==> config.mk <==
export PLATFORM = sky130hd
export DESIGN_NAME = alpharetz_uart_rx_flat
export DESIGN_NICKNAME = d
export VERILOG_FILES = /design/src/rtl/alpharetz_uart_rx_if.sv /design/src/rtl/alpharetz_uart_rx.sv /design/src/flat_wrapper.sv
export SDC_FILE = /design/constraint.sdc
export NUM_CORES = 1
export LEC_CHECK = 0
export CAP_MARGIN = 20
export CORE_MARGIN = 8
export CORE_UTILIZATION = 40
export CTS_BUF_LIST = sky130_fd_sc_hd__clkbuf_4 sky130_fd_sc_hd__clkbuf_8
export CTS_CLUSTER_DIAMETER = 100
export DETAILED_ROUTE_END_ITERATION = 10
export GPL_ROUTABILITY_DRIVEN = 0
export PLACE_DENSITY = 0.6
export SLEW_MARGIN = 0
export SYNTH_ARGS = -nofsm -noshare
export SYNTH_HDL_FRONTEND = slang
export SYNTH_SLANG_ARGS = --single-unit
==> constraint.sdc <==
create_clock -name sys_clk -period 5.3 [get_ports sys_clk]
set_input_delay 1.59 -clock sys_clk [delete_from_list [all_inputs] [get_ports sys_clk]]
set_output_delay 1.59 -clock sys_clk [all_outputs]
set_load 0.03 [all_outputs]
==> src/rtl/alpharetz_uart_rx_if.sv <==
// Purpose : received-word handshake bundle between the UART receiver and its consumer.
// Latency : none, plain wires.
// Backpr. : rx_ready from the consumer holds rx_valid/rx_data until accepted.
interface alpharetz_uart_rx_if #(
  parameter int UART_DATA_WIDTH = 8
) ();
  logic [UART_DATA_WIDTH-1:0] rx_data;
  logic                       rx_valid;
  logic                       rx_ready;
  logic                       parity_err;
  logic                       frame_err;

  // Receiver side drives the word and its qualifiers.
  modport master (
    output rx_data,
    output rx_valid,
    output parity_err,
    output frame_err,
    input  rx_ready
  );

  // Consumer side accepts the word.
  modport slave (
    input  rx_data,
    input  rx_valid,
    input  parity_err,
    input  frame_err,
    output rx_ready
  );
endinterface

==> src/rtl/alpharetz_uart_rx.sv <==
// Purpose : oversampling UART receiver (start, LSB-first data, optional even parity, stop).
// Latency : rx_valid rises 1 sys_clk after the enabled cycle sampling the stop bit; line-to-sample skew 3 sys_clk.
// Backpr. : word held until rx_ready; a frame completing while rx_valid is still high is dropped and sets overrun.
// Build option: define ALPHARETZ_UART_RX_PARITY_EN to receive a parity bit after the data.
module alpharetz_uart_rx #(
  parameter int UART_DATA_WIDTH = 8,
  parameter int UART_CLK_RATIO  = 16
) (
  input  logic                 sys_clk,
  input  logic                 rst_n,
  input  logic                 sys_clk_en,
  input  logic                 uart_rx,
  alpharetz_uart_rx_if.master  rx_if,
  output logic                 overrun,
  input  logic                 overrun_clr,
  output logic                 busy
);

  localparam int PW = $clog2(UART_CLK_RATIO);
  localparam int BW = $clog2(UART_DATA_WIDTH) + 1;
  localparam logic [PW-1:0] PHASE_MID  = PW'(UART_CLK_RATIO / 2 - 1);
  localparam logic [PW-1:0] PHASE_LAST = PW'(UART_CLK_RATIO - 1);
  localparam logic [BW-1:0] BIT_LAST   = BW'(UART_DATA_WIDTH - 1);

`ifdef ALPHARETZ_UART_RX_PARITY_EN
  typedef enum logic [2:0] {IDLE, START, DATA, PARITY, STOP} state_t;
`else
  typedef enum logic [2:0] {IDLE, START, DATA, STOP} state_t;
`endif

  state_t                     state_q, state_d;
  logic                       sync1_q;
  logic                       rx_s;
  logic                       rx_prev_q;
  logic [PW-1:0]              phase_q, phase_d;
  logic [BW-1:0]              bitcnt_q, bitcnt_d;
  logic [UART_DATA_WIDTH-1:0] shift_q, shift_d;
  logic                       frame_done;
  logic                       ferr_d;
  logic                       fall;

  logic [UART_DATA_WIDTH-1:0] data_q;
  logic                       ferr_q;
  logic                       valid_q;
  logic                       overrun_q;

`ifdef ALPHARETZ_UART_RX_PARITY_EN
  logic perr_q, perr_d;
  logic parity_err_q;
`endif

  // Falling edge of the synchronized line; a line already low cannot retrigger.
  assign fall = rx_prev_q & ~rx_s;

  // Two-flop synchronizer plus edge-detect flop, frozen while the enable is low.
  always_ff @(posedge sys_clk or negedge rst_n) begin
    if (!rst_n) begin
      sync1_q   <= 1'b1;
      rx_s      <= 1'b1;
      rx_prev_q <= 1'b1;
    end else if (sys_clk_en) begin
      sync1_q   <= uart_rx;
      rx_s      <= sync1_q;
      rx_prev_q <= rx_s;
    end
  end

  // FSM state, bit-phase and bit counters, shift register.
  always_ff @(posedge sys_clk or negedge rst_n) begin
    if (!rst_n) begin
      state_q  <= IDLE;
      phase_q  <= '0;
      bitcnt_q <= '0;
      shift_q  <= '0;
`ifdef ALPHARETZ_UART_RX_PARITY_EN
      perr_q   <= 1'b0;
`endif
    end else if (sys_clk_en) begin
      state_q  <= state_d;
      phase_q  <= phase_d;
      bitcnt_q <= bitcnt_d;
      shift_q  <= shift_d;
`ifdef ALPHARETZ_UART_RX_PARITY_EN
      perr_q   <= perr_d;
`endif
    end
  end

  // Next-state logic: start qualification, mid-bit sampling and frame completion.
  always_comb begin
    state_d    = state_q;
    phase_d    = phase_q;
    bitcnt_d   = bitcnt_q;
    shift_d    = shift_q;
    frame_done = 1'b0;
    ferr_d     = 1'b0;
`ifdef ALPHARETZ_UART_RX_PARITY_EN
    perr_d     = perr_q;
`endif
    case (state_q)
      IDLE: begin
        if (fall) begin
          phase_d = '0;
          state_d = START;
        end
      end
      START: begin
        if (phase_q == PHASE_MID) begin
          phase_d = '0;
          if (rx_s) begin
            // Line back high at mid start bit: treat as a glitch.
            state_d = IDLE;
          end else begin
            bitcnt_d = '0;
            state_d  = DATA;
          end
        end else begin
          phase_d = phase_q + PW'(1);
        end
      end
      DATA: begin
        if (phase_q == PHASE_LAST) begin
          phase_d  = '0;
          shift_d  = {rx_s, shift_q[UART_DATA_WIDTH-1:1]};
          bitcnt_d = bitcnt_q + BW'(1);
          if (bitcnt_q == BIT_LAST) begin
`ifdef ALPHARETZ_UART_RX_PARITY_EN
            state_d = PARITY;
`else
            state_d = STOP;
`endif
          end
        end else begin
          phase_d = phase_q + PW'(1);
        end
      end
`ifdef ALPHARETZ_UART_RX_PARITY_EN
      PARITY: begin
        if (phase_q == PHASE_LAST) begin
          phase_d = '0;
          perr_d  = rx_s ^ (^shift_q);
          state_d = STOP;
        end else begin
          phase_d = phase_q + PW'(1);
        end
      end
`endif
      STOP: begin
        if (phase_q == PHASE_LAST) begin
          phase_d    = '0;
          frame_done = 1'b1;
          ferr_d     = ~rx_s;
          state_d    = IDLE;
        end else begin
          phase_d = phase_q + PW'(1);
        end
      end
      default: begin
        state_d = IDLE;
        phase_d = '0;
      end
    endcase
  end

  // Output word register, valid handshake and sticky overrun.
  always_ff @(posedge sys_clk or negedge rst_n) begin
    if (!rst_n) begin
      data_q       <= '0;
      ferr_q       <= 1'b0;
      valid_q      <= 1'b0;
      overrun_q    <= 1'b0;
`ifdef ALPHARETZ_UART_RX_PARITY_EN
      parity_err_q <= 1'b0;
`endif
    end else if (sys_clk_en) begin
      if (frame_done) begin
        if (!valid_q || rx_if.rx_ready) begin
          data_q       <= shift_q;
          ferr_q       <= ferr_d;
          valid_q      <= 1'b1;
`ifdef ALPHARETZ_UART_RX_PARITY_EN
          parity_err_q <= perr_q;
`endif
        end
      end else if (valid_q && rx_if.rx_ready) begin
        valid_q <= 1'b0;
      end
      // Set beats clear when both happen on the same cycle.
      if (frame_done && valid_q && !rx_if.rx_ready) begin
        overrun_q <= 1'b1;
      end else if (overrun_clr) begin
        overrun_q <= 1'b0;
      end
    end
  end

  assign rx_if.rx_data  = data_q;
  assign rx_if.rx_valid = valid_q;
  assign rx_if.frame_err = ferr_q;
`ifdef ALPHARETZ_UART_RX_PARITY_EN
  assign rx_if.parity_err = parity_err_q;
`else
  assign rx_if.parity_err = 1'b0;
`endif
  assign overrun = overrun_q;
  assign busy    = (state_q != IDLE);

endmodule

==> src/flat_wrapper.sv <==
// flat-port wrapper written by rule: the top's interface ports become plain ports
module alpharetz_uart_rx_flat 
#(
  parameter int UART_DATA_WIDTH = 8,
  parameter int UART_CLK_RATIO  = 16
)
  (sys_clk, rst_n, sys_clk_en, uart_rx, overrun, overrun_clr, busy, rx_if_rx_data, rx_if_rx_valid, rx_if_parity_err, rx_if_frame_err, rx_if_rx_ready);
  alpharetz_uart_rx_if #(.UART_DATA_WIDTH(UART_DATA_WIDTH)) rx_if_i ();
  input  logic sys_clk;
  input  logic rst_n;
  input  logic sys_clk_en;
  input  logic uart_rx;
  output logic overrun;
  input  logic overrun_clr;
  output logic busy;
  output wire logic [$bits(rx_if_i.rx_data)-1:0] rx_if_rx_data;
  output wire logic [$bits(rx_if_i.rx_valid)-1:0] rx_if_rx_valid;
  output wire logic [$bits(rx_if_i.parity_err)-1:0] rx_if_parity_err;
  output wire logic [$bits(rx_if_i.frame_err)-1:0] rx_if_frame_err;
  input wire logic [$bits(rx_if_i.rx_ready)-1:0] rx_if_rx_ready;
  assign rx_if_rx_data = rx_if_i.rx_data;
  assign rx_if_rx_valid = rx_if_i.rx_valid;
  assign rx_if_parity_err = rx_if_i.parity_err;
  assign rx_if_frame_err = rx_if_i.frame_err;
  assign rx_if_i.rx_ready = rx_if_rx_ready;
  alpharetz_uart_rx #(.UART_DATA_WIDTH(UART_DATA_WIDTH), .UART_CLK_RATIO(UART_CLK_RATIO)) u_core (.sys_clk(sys_clk), .rst_n(rst_n), .sys_clk_en(sys_clk_en), .uart_rx(uart_rx), .rx_if(rx_if_i), .overrun(overrun), .overrun_clr(overrun_clr), .busy(busy));
endmodule
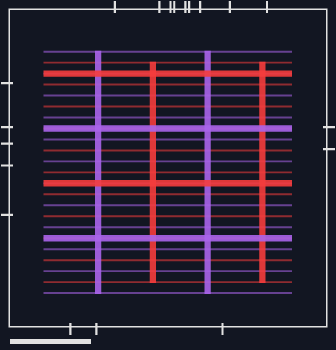
floorplan.png
Scale bar: 20 um. Pins as bars on the die edge.
[VSS] purple
[VDD] red
met4 straps: 4
met1 rails: 23

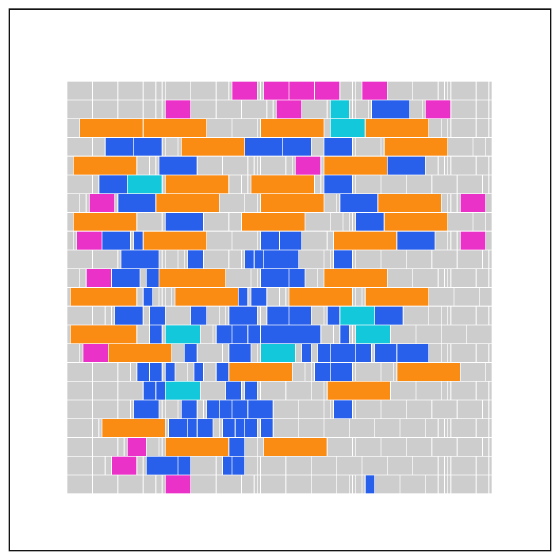
class_map.png
Fill, decap, tap and diode cells in gray.
[clock drivers and dummy loads] cyan | cells: 8 | share of their area: 5.9%
[remaining buffers and delay cells] magenta | cells: 18 | share of their area: 10%
[remaining logic cells] blue | cells: 85 | share of their area: 39%
[sequential cells] orange | cells: 32 | share of their area: 45%

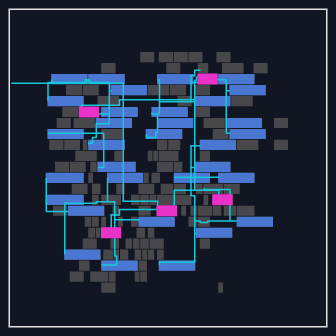
clock_wires.png
[clock-net drivers] magenta | count: 5
[flip-flops] blue | count: 32
[clock wires] cyan | length: 456 um
routed clock nets: 6

==> impl_metrics.py <==
# Metrics from the implementation run
metrics = {
    "clock_network": {
        "clk_path_buf_depth": 2,
        "htreeDepth": 2,
        "cts-root-buf": "clkbuf_8",
        "clk_pin_slew_ps": 60,
        "postCtsResizedCells": 0,
        "clkSinkCount": 32,
        "cts_tree": "built",
    },
    "routing": {
        "vias": 1023,
        "met2_length_um": 1390,
        "wl_met3_um": 157,
        "antenna_left": 0,
        "first_pass_iters": 4,
        "top_layer": "met4",
        "wl_per_cell_um": 15.1,
        "drt_wl_total_um": 2890,
        "m1WireLength_um": 1310,
    },
    "sta": {
        "timing.final.crit_share": 0.646,
        "rsz0062_at_grt": "false",
        "whs_ps": 489,
        "relSlewSlack": 0.662,
        "finalHoldViolCount": 0,
        "setup_viol": 0,
        "tns_ps": 0,
        "finalCriticalPeriod_ps": 3420,
        "clock.fmax_mhz": 292,
        "tightest_slew_ps": 505,
    },
    "placement": {
        "hpwl_um": 1980,
        "port_buffers": 17,
        "dpl_cell_area_mm2": 0.00173,
    },
    "pwr": {
        "p_int_mw": 0.473,
        "p_sw_frac": 0.314,
        "pg_seq_mw": 0.329,
        "pwr_density_cell_mw_per_mm2": 376,
        "p_clk_frac": 0.305,
        "power.switching_mw": 0.216,
        "total_power_mw": 0.689,
    },
    "min_path": {
        "min_delay_path_depth": 2,
        "min_from": "u_core.sync1_q",
        "holdCritPathClass": "flop to flop",
    },
    "synthesis": {
        "ys_sh_simple": 0.149,
        "synth_top_flop_cell": "dfrtp_1",
        "syn_area_per_cell_um2": 12.3,
        "synth.most_common_cell": "dfrtp_1",
        "mux_area_frac": 0.167,
        "ys_cells": 126,
        "common_cells": "dfrtp_1 (29), mux2_2 (11), mux2_4 (9), o21ai_0 (9), nand2_1 (7)",
        "ys_top_cells_by_area": "dfrtp_1 (47%), mux2_4 (8.7%), mux2_2 (8.0%)",
        "netlist_area_mm2": 0.00155,
        "ys.flops": 32,
        "yosys.area.top_type": "dfrtp_1",
        "ys_sh_adder": 0.0161,
        "xor_share": 0,
        "synthDistinctLibCells": 38,
    },
    "setup_path": {
        "crit_slowest_cell": "clkdlybuf4s50_1",
        "crit_path_cell_trace": "clkdlybuf4s50_1 > and4_4 > and3_4 > nor2b_4 > mux2_4",
        "endpoint": "u_core.rx_if.rx_data[6]",
        "r2r_cells": 5,
        "path_class": "primary input to flop",
        "critPathBufInv": 1,
        "worst-path-stages": 5,
        "critPathLaunchType": "primary input",
        "r2r-start": "u_core.phase_q[0]",
        "cp.required_ps": 5470,
        "cp_data_arrival_time_ps": 3590,
        "crit_family": "simple AND/OR/NAND/NOR gates",
        "r2r_slack_ps": 3290,
        "r2r-end": "u_core.rx_if.rx_data[6]",
        "end_kind": "flop",
    },
    "finish": {
        "sh_comb_area": 0.369,
        "fin_util": 0.497,
        "flop_area_um2": 805,
        "stdcell_count": 191,
        "fill_cells": 344,
        "diodes": 0,
        "postLayoutCellArea_mm2": 0.00183,
        "clk_share": 0.0567,
        "seq_share": 0.439,
        "nNonClkBuffers": 18,
        "largestClassByArea": "registers",
        "syn2layout_area_growth_pct": 18.0,
        "clkbuf_count": 8,
        "inverters": 3,
        "lay_top_cells": "dfrtp_1 (29), clkdlybuf4s50_1 (17), mux2_2 (11), o21ai_0 (9), mux2_4 (9)",
    },
    "global_routing": {
        "grt_use_met1": 0.114,
        "antenna_found_initial": 0,
        "grt_usage": 0.101,
        "use_met3": 0.0513,
        "grt_pass1_wl_um": 4840,
        "grt_pass1_vias": 1016,
    },
    "run": {
        "tool_warnings": 26,
        "maxCapViolations": 0,
    },
    "die": {
        "nWellTaps": 48,
        "initial_utilization": 0.421,
        "dieArea_mm2": 0.00614,
        "io-pin-count": 19,
    },
    "outcome": {
        "outcome": "completed",
    },
}
No activity file was given, so power comes from the tool's default toggle rates.
